$ cat src/rtl/s_muldiv.sv
// s_muldiv: multi-cycle MUL YA / DIV YA,X unit for the SPC700 core.
// MUL is an 8-step shift-add. DIV is a 16-step restoring divider that
// reproduces the SPC700 out-of-range quotient behaviour bit-exactly.
module s_muldiv (
    input  logic       clk,
    input  logic       reset_n,
    input  logic       start,
    input  logic       op_div,
    input  logic [7:0] a_in,
    input  logic [7:0] y_in,
    input  logic [7:0] x_in,
    output logic       busy,
    output logic       done,
    output logic [7:0] a_out,
    output logic [7:0] y_out,
    output logic       n_flg,
    output logic       z_flg,
    output logic       v_flg,
    output logic       h_flg,
    output logic       vh_wr
);

    typedef enum logic [1:0] {
        ST_IDLE = 2'd0,
        ST_MUL  = 2'd1,
        ST_DIV  = 2'd2,
        ST_DONE = 2'd3
    } state_t;

    state_t      r_state;
    state_t      w_next_state;

    logic [3:0]  r_cnt;
    // multiply datapath
    logic [15:0] r_acc;
    logic [15:0] r_mc;
    logic [7:0]  r_mp;
    // divide datapath: r_dq shifts the dividend out at the top and the
    // quotient in at the bottom, so after 16 steps it holds Q
    logic [15:0] r_dq;
    logic [9:0]  r_rem;
    logic [8:0]  r_div_s;
    logic [7:0]  r_x;
    logic        r_else;
    logic        r_v;
    logic        r_h;

    // registered results
    logic [7:0]  r_a_out;
    logic [7:0]  r_y_out;
    logic        r_n;
    logic        r_z;
    logic        r_vf;
    logic        r_hf;
    logic        r_vh_wr;

    // start-time operand selection for DIV
    logic        w_else_sel;
    logic [15:0] w_d_else;
    logic [8:0]  w_s_else;

    // per-step datapath
    logic [15:0] w_mul_acc;
    logic [9:0]  w_rem_sh;
    logic        w_rem_ge;
    logic [9:0]  w_rem_nx;
    logic [15:0] w_q_nx;
    logic [7:0]  w_div_a;
    logic [7:0]  w_div_y;
    logic        w_last_mul;
    logic        w_last_div;

    // y >= 2x selects the out-of-range path; then x <= 127, so x*512 fits 16 bits
    assign w_else_sel = ({1'b0, y_in} >= {x_in, 1'b0});
    assign w_d_else   = {y_in, a_in} - {x_in[6:0], 9'b0_0000_0000};
    assign w_s_else   = 9'd256 - {1'b0, x_in};

    assign w_last_mul = (r_state == ST_MUL) && (r_cnt == 4'd7);
    assign w_last_div = (r_state == ST_DIV) && (r_cnt == 4'd15);

    // one shift-add step and one restoring-divide step, plus DIV result fix-up
    always_comb begin
        w_mul_acc = r_acc;
        w_rem_sh  = {r_rem[8:0], r_dq[15]};
        w_rem_ge  = (w_rem_sh >= {1'b0, r_div_s});
        w_rem_nx  = w_rem_sh;
        w_q_nx    = {r_dq[14:0], w_rem_ge};
        w_div_a   = w_q_nx[7:0];
        w_div_y   = w_rem_nx[7:0];
        if (r_mp[0]) begin
            w_mul_acc = r_acc + r_mc;
        end else begin
            w_mul_acc = r_acc;
        end
        if (w_rem_ge) begin
            w_rem_nx = w_rem_sh - {1'b0, r_div_s};
        end else begin
            w_rem_nx = w_rem_sh;
        end
        if (r_else) begin
            w_div_a = 8'd255 - w_q_nx[7:0];
            w_div_y = r_x + w_rem_nx[7:0];
        end else begin
            w_div_a = w_q_nx[7:0];
            w_div_y = w_rem_nx[7:0];
        end
    end

    // state register
    always_ff @(posedge clk) begin
        if (!reset_n) begin
            r_state <= ST_IDLE;
        end else begin
            r_state <= w_next_state;
        end
    end

    // next-state logic: fixed-length MUL/DIV, single DONE cycle, start only in IDLE
    always_comb begin
        w_next_state = r_state;
        case (r_state)
            ST_IDLE: begin
                if (start) begin
                    w_next_state = op_div ? ST_DIV : ST_MUL;
                end else begin
                    w_next_state = ST_IDLE;
                end
            end
            ST_MUL: begin
                if (w_last_mul) begin
                    w_next_state = ST_DONE;
                end else begin
                    w_next_state = ST_MUL;
                end
            end
            ST_DIV: begin
                if (w_last_div) begin
                    w_next_state = ST_DONE;
                end else begin
                    w_next_state = ST_DIV;
                end
            end
            ST_DONE: w_next_state = ST_IDLE;
            default: w_next_state = ST_IDLE;
        endcase
    end

    // FSM outputs decoded from the state register
    always_comb begin
        busy = 1'b0;
        done = 1'b0;
        case (r_state)
            ST_IDLE: begin
                busy = 1'b0;
                done = 1'b0;
            end
            ST_MUL, ST_DIV: begin
                busy = 1'b1;
                done = 1'b0;
            end
            ST_DONE: begin
                busy = 1'b1;
                done = 1'b1;
            end
            default: begin
                busy = 1'b0;
                done = 1'b0;
            end
        endcase
    end

    // operand latch and iterative datapath
    always_ff @(posedge clk) begin
        if (!reset_n) begin
            r_cnt   <= 4'd0;
            r_acc   <= 16'd0;
            r_mc    <= 16'd0;
            r_mp    <= 8'd0;
            r_dq    <= 16'd0;
            r_rem   <= 10'd0;
            r_div_s <= 9'd0;
            r_x     <= 8'd0;
            r_else  <= 1'b0;
            r_v     <= 1'b0;
            r_h     <= 1'b0;
        end else begin
            case (r_state)
                ST_IDLE: begin
                    if (start) begin
                        r_cnt  <= 4'd0;
                        r_acc  <= 16'd0;
                        r_mc   <= {8'd0, a_in};
                        r_mp   <= y_in;
                        r_rem  <= 10'd0;
                        r_x    <= x_in;
                        r_v    <= (y_in >= x_in);
                        r_h    <= (y_in[3:0] >= x_in[3:0]);
                        r_else <= w_else_sel;
                        if (w_else_sel) begin
                            r_dq    <= w_d_else;
                            r_div_s <= w_s_else;
                        end else begin
                            r_dq    <= {y_in, a_in};
                            r_div_s <= {1'b0, x_in};
                        end
                    end else begin
                        r_cnt <= 4'd0;
                    end
                end
                ST_MUL: begin
                    r_cnt <= r_cnt + 4'd1;
                    r_acc <= w_mul_acc;
                    r_mc  <= {r_mc[14:0], 1'b0};
                    r_mp  <= {1'b0, r_mp[7:1]};
                end
                ST_DIV: begin
                    r_cnt <= r_cnt + 4'd1;
                    r_dq  <= w_q_nx;
                    r_rem <= w_rem_nx;
                end
                ST_DONE: r_cnt <= 4'd0;
                default: r_cnt <= 4'd0;
            endcase
        end
    end

    // result registers: loaded on entry to DONE, held until next completion
    always_ff @(posedge clk) begin
        if (!reset_n) begin
            r_a_out <= 8'd0;
            r_y_out <= 8'd0;
            r_n     <= 1'b0;
            r_z     <= 1'b0;
            r_vf    <= 1'b0;
            r_hf    <= 1'b0;
            r_vh_wr <= 1'b0;
        end else if (w_last_mul) begin
            r_a_out <= w_mul_acc[7:0];
            r_y_out <= w_mul_acc[15:8];
            r_n     <= w_mul_acc[15];
            r_z     <= (w_mul_acc[15:8] == 8'd0);
            r_vf    <= 1'b0;
            r_hf    <= 1'b0;
            r_vh_wr <= 1'b0;
        end else if (w_last_div) begin
            r_a_out <= w_div_a;
            r_y_out <= w_div_y;
            r_n     <= w_div_a[7];
            r_z     <= (w_div_a == 8'd0);
            r_vf    <= r_v;
            r_hf    <= r_h;
            r_vh_wr <= 1'b1;
        end else begin
            r_a_out <= r_a_out;
            r_y_out <= r_y_out;
            r_n     <= r_n;
            r_z     <= r_z;
            r_vf    <= r_vf;
            r_hf    <= r_hf;
            r_vh_wr <= r_vh_wr;
        end
    end

    assign a_out = r_a_out;
    assign y_out = r_y_out;
    assign n_flg = r_n;
    assign z_flg = r_z;
    assign v_flg = r_vf;
    assign h_flg = r_hf;
    assign vh_wr = r_vh_wr;

endmodule

$ cat config.mk
export PLATFORM = sky130hd
export DESIGN_NAME = s_muldiv
export DESIGN_NICKNAME = d
export VERILOG_FILES = /design/src/rtl/s_muldiv.sv
export SDC_FILE = /design/constraint.sdc
export NUM_CORES = 1
export LEC_CHECK = 0
export CELL_PAD_IN_SITES_DETAIL_PLACEMENT = 2
export CELL_PAD_IN_SITES_GLOBAL_PLACEMENT = 2
export CORE_UTILIZATION = 39
export CTS_BUF_LIST = sky130_fd_sc_hd__clkbuf_8
export CTS_CLUSTER_SIZE = 40
export DETAILED_ROUTE_END_ITERATION = 10
export PLACE_DENSITY_LB_ADDON = 0.1
export SETUP_SLACK_MARGIN = 0.15
export SLEW_MARGIN = 20
export SYNTH_ARGS = -nofsm -noshare
export SYNTH_HDL_FRONTEND = slang
export SYNTH_SLANG_ARGS = --single-unit
$ cat constraint.sdc
create_clock -name clk -period 10.3 [get_ports clk]
set_input_delay 1.545 -clock clk [delete_from_list [all_inputs] [get_ports clk]]
set_output_delay 1.545 -clock clk [all_outputs]
set_load 0.005 [all_outputs]
Run 1, track usage over the die:
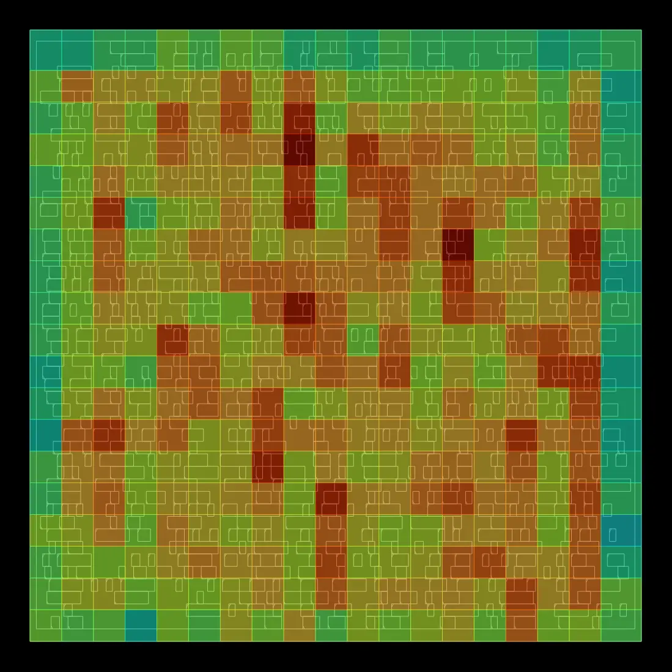
fin util: 0.452
Total GRT Usage: 0.264
met2 usage: 0.492
M3 GR Usage: 0.0356
Avg WL per Cell: 20.5 µm

Run 1, routed metal, one color a layer:
Bar = 50 µm. Two of the layers only.
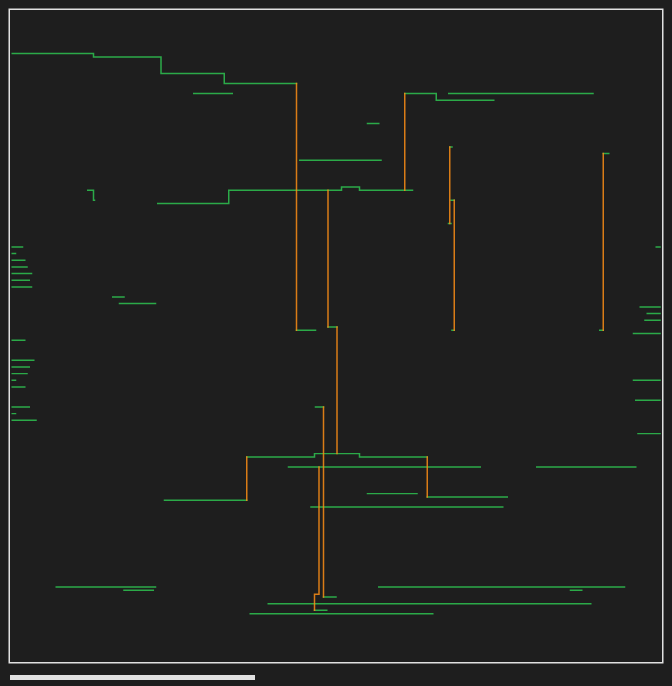
- metal 3: green (wire length 662 µm)
- metal 4: orange (wire length 288 µm)
Vias: 6305
DRT Wirelength: 22.5 mm

==> deck_impl_summary.md, run 1 <==
Flow Results at a Glance

Critical path
  • Critical Path Most Common Cell: a21oi_1
  • RR Startpoint: r_dq[15]$_SDFFE_PN0P_
  • R2r setup slk: 5.92 ns
  • Crit-path cells: inv_1 > ha_1 > inv_1 > fa_1 > nand3_1 > a21oi_1 > o31a_1 > or2_1 > a21oi_1 > ha_1 > nand3_1 > o211ai_1 > o41ai_1 > xnor2_1 > nand2_1 > xor2_1 > a22oi_1 > a21oi_1
  • Slowest-stage cell, CP: or2_1
  • WP buf/inv: 2
  • Worst Path Required: 10.56 ns
  • R2R depth: 18
  • R2r endpoint: y_out[7]$_SDFFE_PN0P_
  • CP Depth: 18

Synthesis
  • Dominant kind of combinational cell: AND-OR/OR-AND gates
  • Aoi share: 0.228
  • Synth cell types: 63
  • Xor+xnor area frac: 0.0524
  • Synth top cell by count: dfxtp_1
  • YS chip area: 6690 µm²
  • Synth Seq Share: 0.332
  • EDFF count, synth: 0
  • Adder Area Share: 0.104
  • Mean post-synth cell area: about 7.9 µm²
  • #FFs+latches synth: 111

Timing
  • Setup violations, final: 0
  • Period utilization: 0.425
  • Final Hold Fails: 0
  • Worst Tran Pin Value: 1.13 ns
  • Max-slew violations: 0
  • Fmax: around 230 MHz
  • Setup TNS: 0 ns
  • Rel. slew slack: 0.242

Outcome
  • Outcome: finished, final reports clean

Layout
  • Fraction of area in registers: 0.295
  • # diodes: 0
  • Storage cell area: ~2200 µm²
  • CLK BUF: 10
  • Logic share of the area: 0.552
  • Commonest cells after routing, fill and taps aside: dfxtp_1, nand2_1, nor2_1, a21oi_1, clkdlybuf4s50_1
  • Nonclk buf count: approximately 60

Clock network
  • H-tree depth: 3
  • CTS Hold Bufs: 0
  • Clock buffer count from CTS: 9
  • Clock latency on the worst-skew pair: approximately 0.40 ns
  • Max clock buf depth: 2
  • Setup bufs post-CTS: 0
  • PostCTS Resize Cnt: 0
  • Reg clk slew, reported paths: 0.11 ns

Routing
  • Post-route ant nets: 0
  • Vias per Instance: approximately 5.8
  • Met3 wire length: 661 µm
  • WL met2: roughly 12 mm

Floorplanning
  • Floorplan Utilization: 0.402
  • # IOs: 51

Global routing
  • Initial antenna violation count: 0

Pwr
  • Comb group: between 0.3 and 0.4 mW
  • Comb pwr share: 0.314
  • Max VDD drop: 62.8 µV
  • Clk. pwr: 0.252 mW
  • Flop pwr share: 0.449

Min path
  • WHS Path Cells: 1

Flow run
  • Tool warnings: 27

Placed design
  • Final HPWL DP: 16.9 mm
  • Pre-CTS WS: 5.55 ns
Run 1, wire density map:
27 x 27 tiles, from white (low) to dark blue (high), scaled to the fullest tile. Values are wire area over tile area, all layers added.
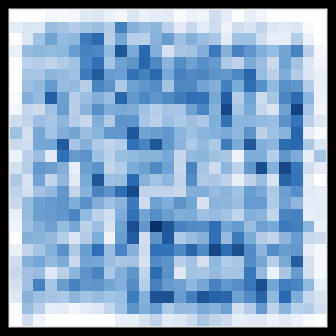
- tiles over half the peak: 34%
- fullest tile: 0.47
- nearly empty tiles: 3.6%
- mean over tiles: 0.19
- densest ninth of the die: bottom center

Run 1, the metal 1 layer:
Bar = 50 µm. Cells faint in the background.
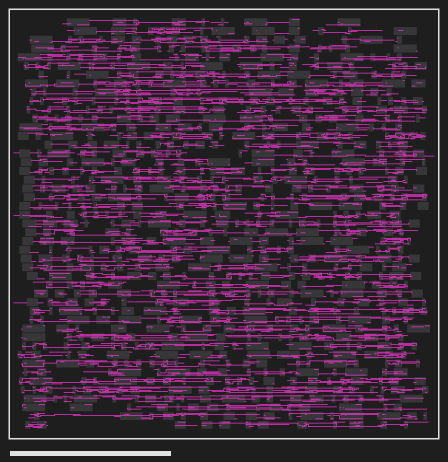

==> run 1 -> run 2 <==
CORE_UTILIZATION = 36   (was 39)
clock period = 4.6 ns   (was 10.3 ns; I/O delays follow)
Run 2, the metal 1 layer:
Bar = 50 µm. Cells faint in the background.
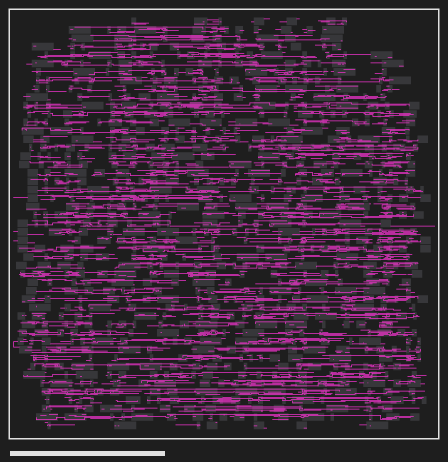
- wire length on this layer: 10500 µm
- share of all routed wire: 46%
met1 Use GR: 0.300
DRT Wirelength: 23.1 mm
Vias: 6278

==> run 2 against run 1 <==
Effect of this change:
- first-iteration DRC count shrank 1.4%
- clock power grew 130%
- worst setup slack lost 5.5 ns
- maximum frequency grew 5.1%
- core utilization shrank 3.4 points
- critical path depth is the same
- routed wire length grew 2.7%
- design area grew 0.47%
- the flow now finishes with violations (DRC)
==> deck_impl_summary.md, run 2 <==
Flow Results at a Glance

Outcome
  • Outcome: complete, but fails checks
  • Failing checks: DRC

Synthesis
  • Xor+xnor area frac: 0.0524
  • YS chip area: 6690 µm²
  • Synth area leader: dfxtp_1
  • Mean post-synth cell area: just under 8 µm²
  • Fraction of registers with async set/reset: 0
  • Aoi share: 0.228
  • Cell count after synthesis: 847
  • Dominant kind of combinational cell: AND-OR/OR-AND gates
  • Synth Seq Share: 0.332
  • Adder Area Share: 0.104
  • Mux frac, synth: 0.0352
  • Mapped cell area: around 6700 µm²
  • Synth cell types: roughly 63
  • Synth warn: 0
  • #FFs+latches synth: ~110
  • Simple share: 0.201
  • Synth top cell by count: dfxtp_1
  • Syn_nets: 928
  • Area share, top type: 0.332
  • Top cells, area: dfxtp_1, ha_1, a21oi_1
  • EDFF count, synth: 0
  • Commonest cells post-synth: dfxtp_1, nand2_1, nor2_1, a21oi_1, ha_1

Layout
  • Fin util: 0.418
  • Comb area: 4160 µm²
  • Mi-comb count: 654
  • Logic share of the area: 0.550
  • CLK BUF: 9
  • # diodes: 0
  • Regs by FF count: r_acc x16, r_dq x16, r_mc x16
  • Non-filler cells, final: 1105
  • Layout clock area frac: 0.0225
  • Seq_cells: 111
  • Commonest cells after routing, fill and taps aside: dfxtp_1, nand2_1, nor2_1, a21oi_1, clkdlybuf4s50_1
  • Final nets: 953
  • Area share of buffers outside the clock network: 0.0791
  • Fraction of area in registers: 0.294
  • Dominant kind of cell: logic gates
  • Nonclk buf count: 63
  • Area grow syn2layout: 13.0%
  • Storage cell area: between 2000 and 2500 µm²
  • Nonclk inv count: 33
  • Share of layout cells above drive strength 1: 0.0571

Critical path
  • RR Startpoint: r_div_s[0]$_SDFFE_PN0P_
  • CP Depth: 18
  • R2R depth: 18
  • WP buf/inv: 2
  • Critical Path Most Common Cell: a21oi_1
  • Crit-path cells: ha_1 > inv_1 > fa_1 > nand3_1 > a21oi_1 > o31a_1 > or2_1 > mux2i_2 > inv_1 > ha_1 > a21oi_1 > o211ai_1 > o41ai_1 > xnor2_1 > nand2_1 > xor2_1 > a22oi_1 > a21oi_1
  • R2r endpoint: y_out[7]$_SDFFE_PN0P_
  • R2r setup slk: 0.43 ns
  • Worst Path Required: 4.88 ns
  • CP Max Fanout: 10
  • Setup CP Type: reg -> reg
  • Crit path to: y_out[7]$_SDFFE_PN0P_
  • Setup crit start kind: flip-flop
  • Crit path capture type: flip-flop
  • Crit path max-delay family: AND-OR/OR-AND gates
  • Slowest-stage cell, CP: fa_1

Timing
  • Final Hold Fails: 0
  • Setup violations, final: 0
  • Worst Tran Pin Value: 1.07 ns
  • Setup TNS: 0 ns
  • RSZ-0062 raised after global routing: no
  • Period utilization: 0.906
  • Final WS setup: 0.431 ns
  • Rel. slew slack: 0.289
  • Fmax: 240 MHz
  • Period minus WS final: 4.17 ns
  • Max-slew violations: 0
  • Skew final: ~0.019 ns

Pwr
  • Max VDD drop: 149 µV
  • Sw power: 0.889 mW
  • Switch share: 0.372
  • Lkg Pwr: 2.86 nW
  • Total sequential power: 1.07 mW
  • Clk network pwr share: 0.239
  • Comb group: between 0.7 and 0.8 mW
  • Internal: 1.50 mW
  • Flop pwr share: 0.447
  • Clk. pwr: about 0.57 mW
  • Top power group: registers
  • Total power: approximately 2.4 mW
  • Comb pwr share: 0.314

Placed design
  • Gpl congestion: 0.840
  • Post-place instance area: 7390 µm²
  • Final HPWL DP: about 18 mm
  • Pre-CTS WS: 0.392 ns
  • I/O Buffers: 50

Global routing
  • Total GRT Usage: 0.247
  • Vias in the first global route: 6924
  • Met2 usage: 0.459
  • M3 GR Usage: 0.0239
  • Most Crowded Layer GR: met2
  • Initial antenna violation count: 0
  • First-pass GRT wire length: 37.5 mm
  • Largest net degree at the start of global routing: between 60 and 70

Clock network
  • Cell chosen for the clock root: clkbuf_8
  • Reg clk slew, reported paths: 0.12 ns
  • Clock latency on the worst-skew pair: 0.41 ns
  • CTS Hold Bufs: 0
  • H-tree depth: 3
  • Setup bufs post-CTS: 0
  • PostCTS Resize Cnt: 0
  • Clock buffer count from CTS: 9
  • Clock sinks: 111
  • CTS tree: built
  • Max clock buf depth: 2

Routing
  • DRC Markers: 8
  • Pre-antenna DRT Iters: 7
  • Met3 wire length: 309 µm
  • Post-route ant nets: 0
  • Initial drt markers: 273
  • Vias per Instance: roughly 5.7
  • Avg WL per Cell: 20.9 µm
  • WL met2: 11.9 mm
  • Max Used Layer: met4

Min path
  • WHS Path Cells: 1
  • Hold Path Sink: r_cnt[0]$_SDFF_PP0_
  • Worst Hold Launch: r_cnt[0]$_SDFF_PP0_

Floorplanning
  • Tapcell count: ~230
  • Chip Area: 19100 µm²
  • Floorplan Utilization: 0.370
  • Row count: ~49
  • # IOs: between 50 and 60
  • CORE AREA: approximately 18000 µm²
  • Die height: 138 µm

Flow run
  • Tool warnings: 27
  • # Max-Cap Violations: 0
Power is estimated from default activity; no workload was simulated.
